[src/rtl/rgb_byte_writer_pkg.sv]
// Shared types and frame-size helpers for the RGB byte writer.
package rgb_byte_writer_pkg;

    typedef enum logic [1:0] {
        IDLE   = 2'd0,
        EMIT_R = 2'd1,
        EMIT_G = 2'd2,
        EMIT_B = 2'd3
    } state_t;

    typedef struct packed {
        logic [7:0] r;
        logic [7:0] g;
        logic [7:0] b;
    } pixel_t;

    function automatic int unsigned frame_pixels(input int unsigned cols, input int unsigned rows);
        return cols * rows;
    endfunction

    function automatic int unsigned frame_bytes(input int unsigned cols, input int unsigned rows);
        return 3 * frame_pixels(cols, rows);
    endfunction

endpackage

[src/rtl/rgb_byte_writer_fifo.sv]
// Show-ahead pixel FIFO; a flush coincident with a push leaves exactly that pixel queued.
module pixel_fifo
    import rgb_byte_writer_pkg::*;
#(
    parameter int DEPTH = 4
) (
    input  logic   clk,
    input  logic   rst_n,
    input  logic   flush,
    input  logic   push,
    input  logic   pop,
    input  pixel_t wdata,
    output pixel_t rdata,
    output logic   full,
    output logic   empty
);

    localparam int AW = $clog2(DEPTH);

    pixel_t          mem [DEPTH];
    logic [AW-1:0]   wr_ptr;
    logic [AW-1:0]   rd_ptr;
    logic [AW:0]     count;

    always_ff @(posedge clk) begin
        if (push) begin
            mem[flush ? '0 : wr_ptr] <= wdata;
        end
    end

    always_ff @(posedge clk or negedge rst_n) begin
        if (!rst_n) begin
            wr_ptr <= '0;
            rd_ptr <= '0;
            count  <= '0;
        end else if (flush) begin
            rd_ptr <= '0;
            wr_ptr <= push ? AW'(1) : '0;
            count  <= push ? (AW+1)'(1) : '0;
        end else begin
            if (push) wr_ptr <= wr_ptr + AW'(1);
            if (pop)  rd_ptr <= rd_ptr + AW'(1);
            case ({push, pop})
                2'b10:   count <= count + (AW+1)'(1);
                2'b01:   count <= count - (AW+1)'(1);
                default: count <= count;
            endcase
        end
    end

    assign rdata = mem[rd_ptr];
    assign full  = (count == (AW+1)'(DEPTH));
    assign empty = (count == '0);

endmodule

[src/rtl/rgb_byte_writer.sv]
// Serializes 24-bit pixels into R, G, B byte writes at consecutive BRAM addresses.
//   state  | meaning
//   IDLE   | no byte being written
//   EMIT_R | writing red byte of the popped pixel
//   EMIT_G | writing green byte
//   EMIT_B | writing blue byte, next pixel may be popped
module rgb_byte_writer
    import rgb_byte_writer_pkg::*;
#(
    parameter int ACTIVE_COLS = 320,
    parameter int ACTIVE_ROWS = 180,
    parameter int ADDR_W      = 22,
    parameter int FIFO_DEPTH  = 4
) (
    input  logic              pclk,
    input  logic              rst_n,
    input  logic              frame_start,
    input  logic              pix_valid,
    input  logic [7:0]        pix_r,
    input  logic [7:0]        pix_g,
    input  logic [7:0]        pix_b,
    output logic              bram_we,
    output logic [ADDR_W-1:0] bram_addr,
    output logic [7:0]        bram_din,
    output logic              frame_done,
    output logic              busy,
    output logic              overflow,
    output logic [15:0]       pixel_count
);

    localparam int unsigned      FRAME_BYTES = frame_bytes(ACTIVE_COLS, ACTIVE_ROWS);
    localparam logic [ADDR_W-1:0] LAST_ADDR  = ADDR_W'(FRAME_BYTES - 1);

    state_t            state, next_state;
    pixel_t            head;
    logic              full, empty;
    logic              push, pop, flush, done_now, overflow_set;
    logic              frame_full;
    logic [15:0]       gb_hold;
    logic [ADDR_W-1:0] next_addr;

    pixel_fifo #(.DEPTH(FIFO_DEPTH)) u_fifo (
        .clk   (pclk),
        .rst_n (rst_n),
        .flush (flush),
        .push  (push),
        .pop   (pop),
        .wdata ('{r: pix_r, g: pix_g, b: pix_b}),
        .rdata (head),
        .full  (full),
        .empty (empty)
    );

    always_ff @(posedge pclk or negedge rst_n) begin
        if (!rst_n) state <= IDLE;
        else        state <= next_state;
    end

    always_comb begin
        next_state = state;
        pop        = 1'b0;
        done_now   = 1'b0;
        if (frame_start) begin
            next_state = IDLE;
        end else begin
            case (state)
                IDLE: begin
                    if (!empty && !frame_full) begin
                        next_state = EMIT_R;
                        pop        = 1'b1;
                    end
                end
                EMIT_R: next_state = EMIT_G;
                EMIT_G: next_state = EMIT_B;
                EMIT_B: begin
                    if (bram_addr == LAST_ADDR) begin
                        done_now   = 1'b1;
                        next_state = IDLE;
                    end else if (!empty) begin
                        next_state = EMIT_R;
                        pop        = 1'b1;
                    end else begin
                        next_state = IDLE;
                    end
                end
                default: next_state = IDLE;
            endcase
        end
    end

    // Pixels still queued when the frame fills are discarded with the flush.
    assign flush        = frame_start || done_now;
    assign push         = pix_valid && (frame_start || (!full && !frame_full && !done_now));
    assign overflow_set = pix_valid && !frame_start && full && !frame_full && !done_now;
    assign busy         = !empty || (state != IDLE);

    always_ff @(posedge pclk or negedge rst_n) begin
        if (!rst_n) begin
            bram_we     <= 1'b0;
            bram_addr   <= '0;
            bram_din    <= '0;
            frame_done  <= 1'b0;
            overflow    <= 1'b0;
            pixel_count <= '0;
            frame_full  <= 1'b0;
            next_addr   <= '0;
            gb_hold     <= '0;
        end else if (frame_start) begin
            bram_we     <= 1'b0;
            bram_addr   <= '0;
            frame_done  <= 1'b0;
            overflow    <= 1'b0;
            pixel_count <= '0;
            frame_full  <= 1'b0;
            next_addr   <= '0;
        end else begin
            frame_done <= done_now;
            if (done_now)     frame_full <= 1'b1;
            if (overflow_set) overflow   <= 1'b1;
            bram_we <= (next_state != IDLE);
            if (pop) gb_hold <= {head.g, head.b};
            case (next_state)
                EMIT_R:  bram_din <= head.r;
                EMIT_G:  bram_din <= gb_hold[15:8];
                EMIT_B:  bram_din <= gb_hold[7:0];
                default: bram_din <= bram_din;
            endcase
            if (next_state != IDLE) begin
                bram_addr <= next_addr;
                if (next_addr != LAST_ADDR) next_addr <= next_addr + ADDR_W'(1);
            end
            if (next_state == EMIT_B) pixel_count <= pixel_count + 16'd1;
        end
    end

endmodule

[config.mk]
export PLATFORM = sky130hd
export DESIGN_NAME = rgb_byte_writer
export DESIGN_NICKNAME = d
export VERILOG_FILES = /design/src/rtl/rgb_byte_writer_pkg.sv /design/src/rtl/rgb_byte_writer_fifo.sv /design/src/rtl/rgb_byte_writer.sv
export SDC_FILE = /design/constraint.sdc
export NUM_CORES = 1
export LEC_CHECK = 0
export ABC_AREA = 1
export CAP_MARGIN = 25
export CELL_PAD_IN_SITES_DETAIL_PLACEMENT = 2
export CELL_PAD_IN_SITES_GLOBAL_PLACEMENT = 2
export CORE_ASPECT_RATIO = 0.7
export CORE_UTILIZATION = 33
export CTS_BUF_LIST = sky130_fd_sc_hd__clkbuf_4 sky130_fd_sc_hd__clkbuf_8 sky130_fd_sc_hd__clkbuf_16
export DETAILED_ROUTE_END_ITERATION = 6
export PLACE_DENSITY = 0.74
export SLEW_MARGIN = 20
export SYNTH_ARGS = -nofsm -noshare
export SYNTH_HDL_FRONTEND = slang
export SYNTH_SLANG_ARGS = --single-unit
[constraint.sdc]
create_clock -name pclk -period 3 [get_ports pclk]
set_input_delay 0.6 -clock pclk [delete_from_list [all_inputs] [get_ports pclk]]
set_output_delay 0.6 -clock pclk [all_outputs]
set_load 0.01 [all_outputs]
==> impl_summary.log, run 1 <==
[metrics] run summary
[metrics] run status: finished clean
[metrics] largest reg by FF count: u_fifo.mem
[metrics] vias post-DR: between 7,000 and 8,000
[metrics] cell count after placement: roughly 1,300
[metrics] critical path endpoint: busy
[metrics] top contributor to total power: registers
[metrics] flip-flop and latch power: about 0.0033 W
[metrics] gate count of the mapped netlist: between 900 and 1,000
[metrics] total of fill cells in the finished design: 2,809
[metrics] routability-driven placement congestion ratio: 0.824
[metrics] class of the tightest hold or removal check: input pin to async pin
[metrics] Met1 Wirelength: 13.9 mm
[metrics] critical path peak fanout: 4
[metrics] ratio of cells with drive above 1 in the final layout: approximately a tenth
[metrics] Critical Path Source Type: flop
[metrics] distinct cell type count of the synthesized netlist: between 40 and 50
[metrics] number of warnings in the stage logs: 30
[metrics] P_leak: between 4 and 5 nW
[metrics] met2 global-route usage: roughly a third
[metrics] launching instance or port of the critical path: u_fifo.count[0]
[metrics] Resized cells post-CTS: 0
[metrics] endpoint of the most critical register-to-register path: u_fifo.count[2]
[metrics] wire length of the first global-routing pass: approximately 45 mm
[metrics] post-route clock skew: 0.0133 ns
[metrics] post-CTS setup buffer count: 0
[metrics] fraction of the yosys area taken by sequential cells: approximately three fifths
[metrics] total cell area at the placement stage: between 0.01 and 0.015 mm²
[metrics] clock tree root buffer cell: sky130_fd_sc_hd__clkbuf_16
[metrics] cell total in the yosys stat output: between 900 and 1,000
[metrics] pin count of the biggest net entering global routing: roughly 52
[metrics] most common logic cells in the final layout: sky130_fd_sc_hd__nand2_1 (220), sky130_fd_sc_hd__nor2_1 (120), sky130_fd_sc_hd__dfrtp_1 (97), sky130_fd_sc_hd__edfxtp_1 (96), sky130_fd_sc_hd__nand3_1 (86)
[metrics] Longest Clk Path Bufs: 2
[metrics] routed length per placed instance: between 20 and 25 µm
[metrics] cell-by-cell trace of the critical path: inv_2 -> nand2_1 -> nor2_1 -> nand2_1 -> clkdlybuf4s50_1
[metrics] FFs w/ async S/R, synth: approximately half
[metrics] sequential power share: ~42%
[metrics] busiest layer in global routing: met2
[run 1: worst max-delay path: cells and delay by family (launching register included)]
kind,cells,cell delay [ns]
buffers and inverters,2,0.58
AND/OR/NAND/NOR,3,0.46
flip-flops,1,0.44
[run 1: cell families after synthesis]
group | after synthesis | share of synthesized area [%]
adder cells (fa/ha/maj) | 7 | 1.07
AND-OR/OR-AND | 122 | 8.02
XOR/XNOR | 14 | 1.38
flip-flops | 193 | 59.9
AND/OR/NAND/NOR | 490 | 24.2
buffers and inverters | 108 | 5.41
[run 1: cell type report]
| cell class | count | area share (%) |
|---|---|---|
| clock buffers | 22 | 4.34 |
| clock inverters | 10 | 0.821 |
| inverters | 67 | 2.36 |
| multi-input cells | 633 | 29.0 |
| flip-flops and latches | 193 | 49.8 |
| well taps | 357 | 4.19 |
| repair buffers | 99 | 9.52 |
Fig. 1: run 1, signal wires on met1
The bar under the picture is 50 µm long. Supply wires on this layer in grey.
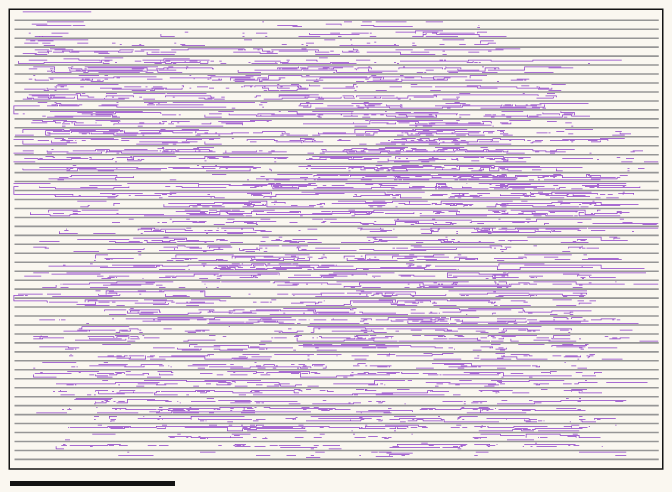
share of all routed wire: 49%
longest straight run: 70.8 µm
main direction: horizontal

Fig. 2: run 1, met2 routing
Cells faint in the background.
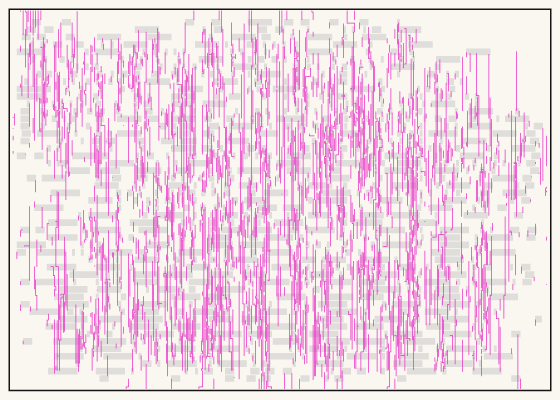
wire length on this layer: 13,100 µm
share of all routed wire: 46%
nets with wire on the layer: 926
longest straight run: 56.1 µm
main direction: vertical

Fig. 3: run 1, metal 3
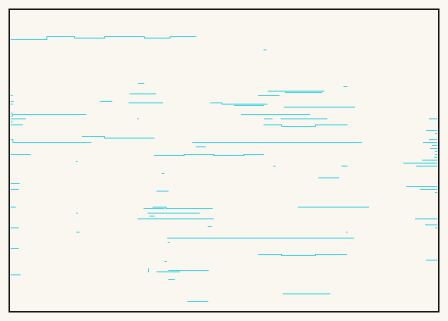
share of all routed wire: 3.8%
main direction: horizontal
longest straight run: 86.0 µm

Fig. 4: run 1, routing congestion
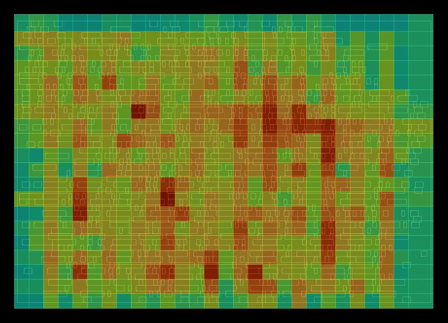

--- run 2 (diff from run 1) ---
Settings changed: CORE_UTILIZATION 33 to 37, PLACE_DENSITY 0.74 to 0.78.
Clock period 3 ns to 2.33 ns, I/O delays scaled along.
Fig. 5: run 2, routing congestion
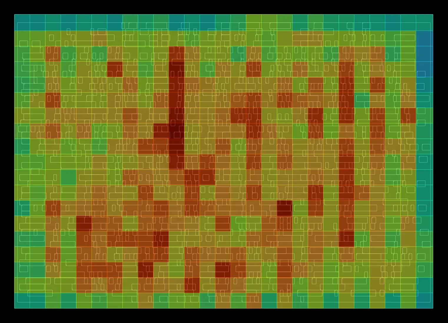
routed length per placed instance: 23.0 µm
combined global-route utilization of all metal layers: 25.9%

Fig. 6: run 2, signal wires on met1
The bar under the picture is 50 µm long. Supply wires on this layer in grey.
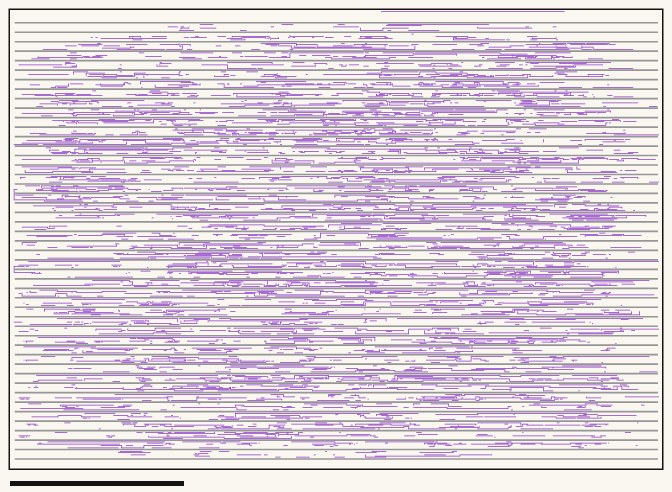
share of all routed wire: 47%
wire length on this layer: 14,800 µm

Fig. 7: run 2, metal 3
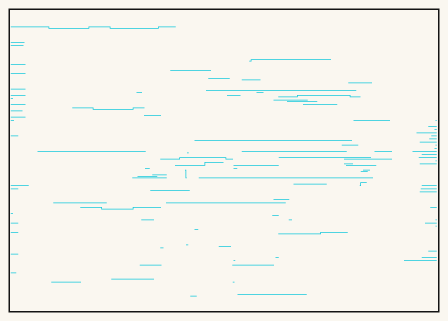
main direction: horizontal
longest straight run: 75.9 µm
share of all routed wire: 4.1%
wire length on this layer: 1,290 µm
nets with wire on the layer: 86

==> run 2 against run 1 <==
Sequential cell count is the same. Sequential share of layout area shrank 2.2 points. Final cell count shrank 0.14%. Via count grew 4.0%. Wire length grew 11%. Critical path type is now flop to flop. Largest cell class unchanged.
==> impl_summary.log, run 2 <==
[metrics] run summary
[metrics] flop share of the area: 47.5% (-2.2 points)
[metrics] pin count of the biggest net entering global routing: 50 (-3.8%)
[metrics] wire length of the first global-routing pass: 48.0 mm (+5.7%)
[metrics] total of fill cells in the finished design: 2,435 (-13%)
[metrics] flip-flop and latch power: 0.00430 W (+29%)
[metrics] logic share of the area: 28.4% (-0.63 points)
[metrics] ratio of cells with drive above 1 in the final layout: 15.2% (+5.7 points)
[metrics] Resized cells post-CTS: 3 (+3)
[metrics] number of warnings in the stage logs: 31 (+3.3%)
[metrics] crit path buf inv count: 3 (+1)
[metrics] count of flip-flops and latches: 193 (unchanged)
[metrics] top contributor to total power: registers
[metrics] count of plain and timing-repair buffers: 142 (+43%)
[metrics] clock tree root buffer cell: sky130_fd_sc_hd__clkbuf_16
[metrics] run status: finished clean
[metrics] vias post-DR: 7,401 (+4.0%)
[metrics] fraction of area in non-clock buffers: 12.8% (+3.2 points)
[metrics] sequential power share: 39.4% (-2.8 points)
[metrics] cell total in the yosys stat output: 934 (unchanged)
[metrics] I/O pins: slightly below 80
[metrics] cell-by-cell trace of the critical path: nand2_1 -> nor2_2 -> nand2_2 -> nor2_4 -> buf_4 -> nand4_1 -> nand3_1 -> nand2_2 -> inv_2 -> fa_2 -> xnor2_2 -> inv_1 -> nand2_1 -> nand2_1 -> nand3_1 -> nand2_1
[metrics] fraction of the yosys area taken by sequential cells: 59.9% (unchanged)
[metrics] FFs w/ async S/R, synth: 50.3% (unchanged)
[metrics] critical path peak fanout: 4 (unchanged)
[metrics] Critical Path Source Type: flop
[metrics] synth-to-layout area growth: 26.2%
[metrics] largest reg by FF count: u_fifo.mem
[metrics] critical path endpoint: u_fifo.count[2]
[metrics] cell kind with the greatest summed area: sequential cells
[metrics] launching instance or port of the critical path: bram_addr[9]
[metrics] post-route clock skew: 0.0167 ns (+0.00343 ns)
[metrics] class of the tightest hold or removal check: flop to flop
[metrics] number of multi-input combinational cells in the layout: 633 (unchanged)
[metrics] gate count of the mapped netlist: 934 (unchanged)
[metrics] most common logic cells in the final layout: sky130_fd_sc_hd__nand2_1 (216), sky130_fd_sc_hd__nor2_1 (112), sky130_fd_sc_hd__edfxtp_1 (96), sky130_fd_sc_hd__dfrtp_1 (94), sky130_fd_sc_hd__nand3_1 (85)
[metrics] number of tap cells added at floorplan: 312 (-13%)
[metrics] clock network area share: 5.58% (+0.42 points)
[metrics] clock tree buffer count of the final layout: 21 (-4.5%)
-- run 2: cell counts after synthesis --
Identical to the previous run, type by type.
-- run 2: kinds of logic after synthesis --
group | share of synthesized area (%)
buf+inv | 5.41
flops | 59.9
compound gates | 8.02
xor+xnor | 1.38
simple gates | 24.2
fa+ha+maj | 1.07
-- run 2: metrics by stage --
step                instances  instance area (µm²)  utilization, %  worst slack [ns]
detailed placement       1339                10400            44.9            -0.167
CTS                      1372                11000            47.7            0.0180
global route             1379                11200            48.5           -0.0970
floorplan                 934                 8890               -            -0.210
global placement         1339                10400            44.9           -0.0747
finish                   1379                11200            48.5            0.0278
-- run 2: layer usage --
layer	vias up	global-route usage, %	routed length [µm]
met5	-	0	0
met4	0	5.92	364
met3	23	3.95	1290
met2	154	42.2	15200
met1	3847	36.3	14800
li1	3377	-	-
Power is estimated from default activity; no workload was simulated.
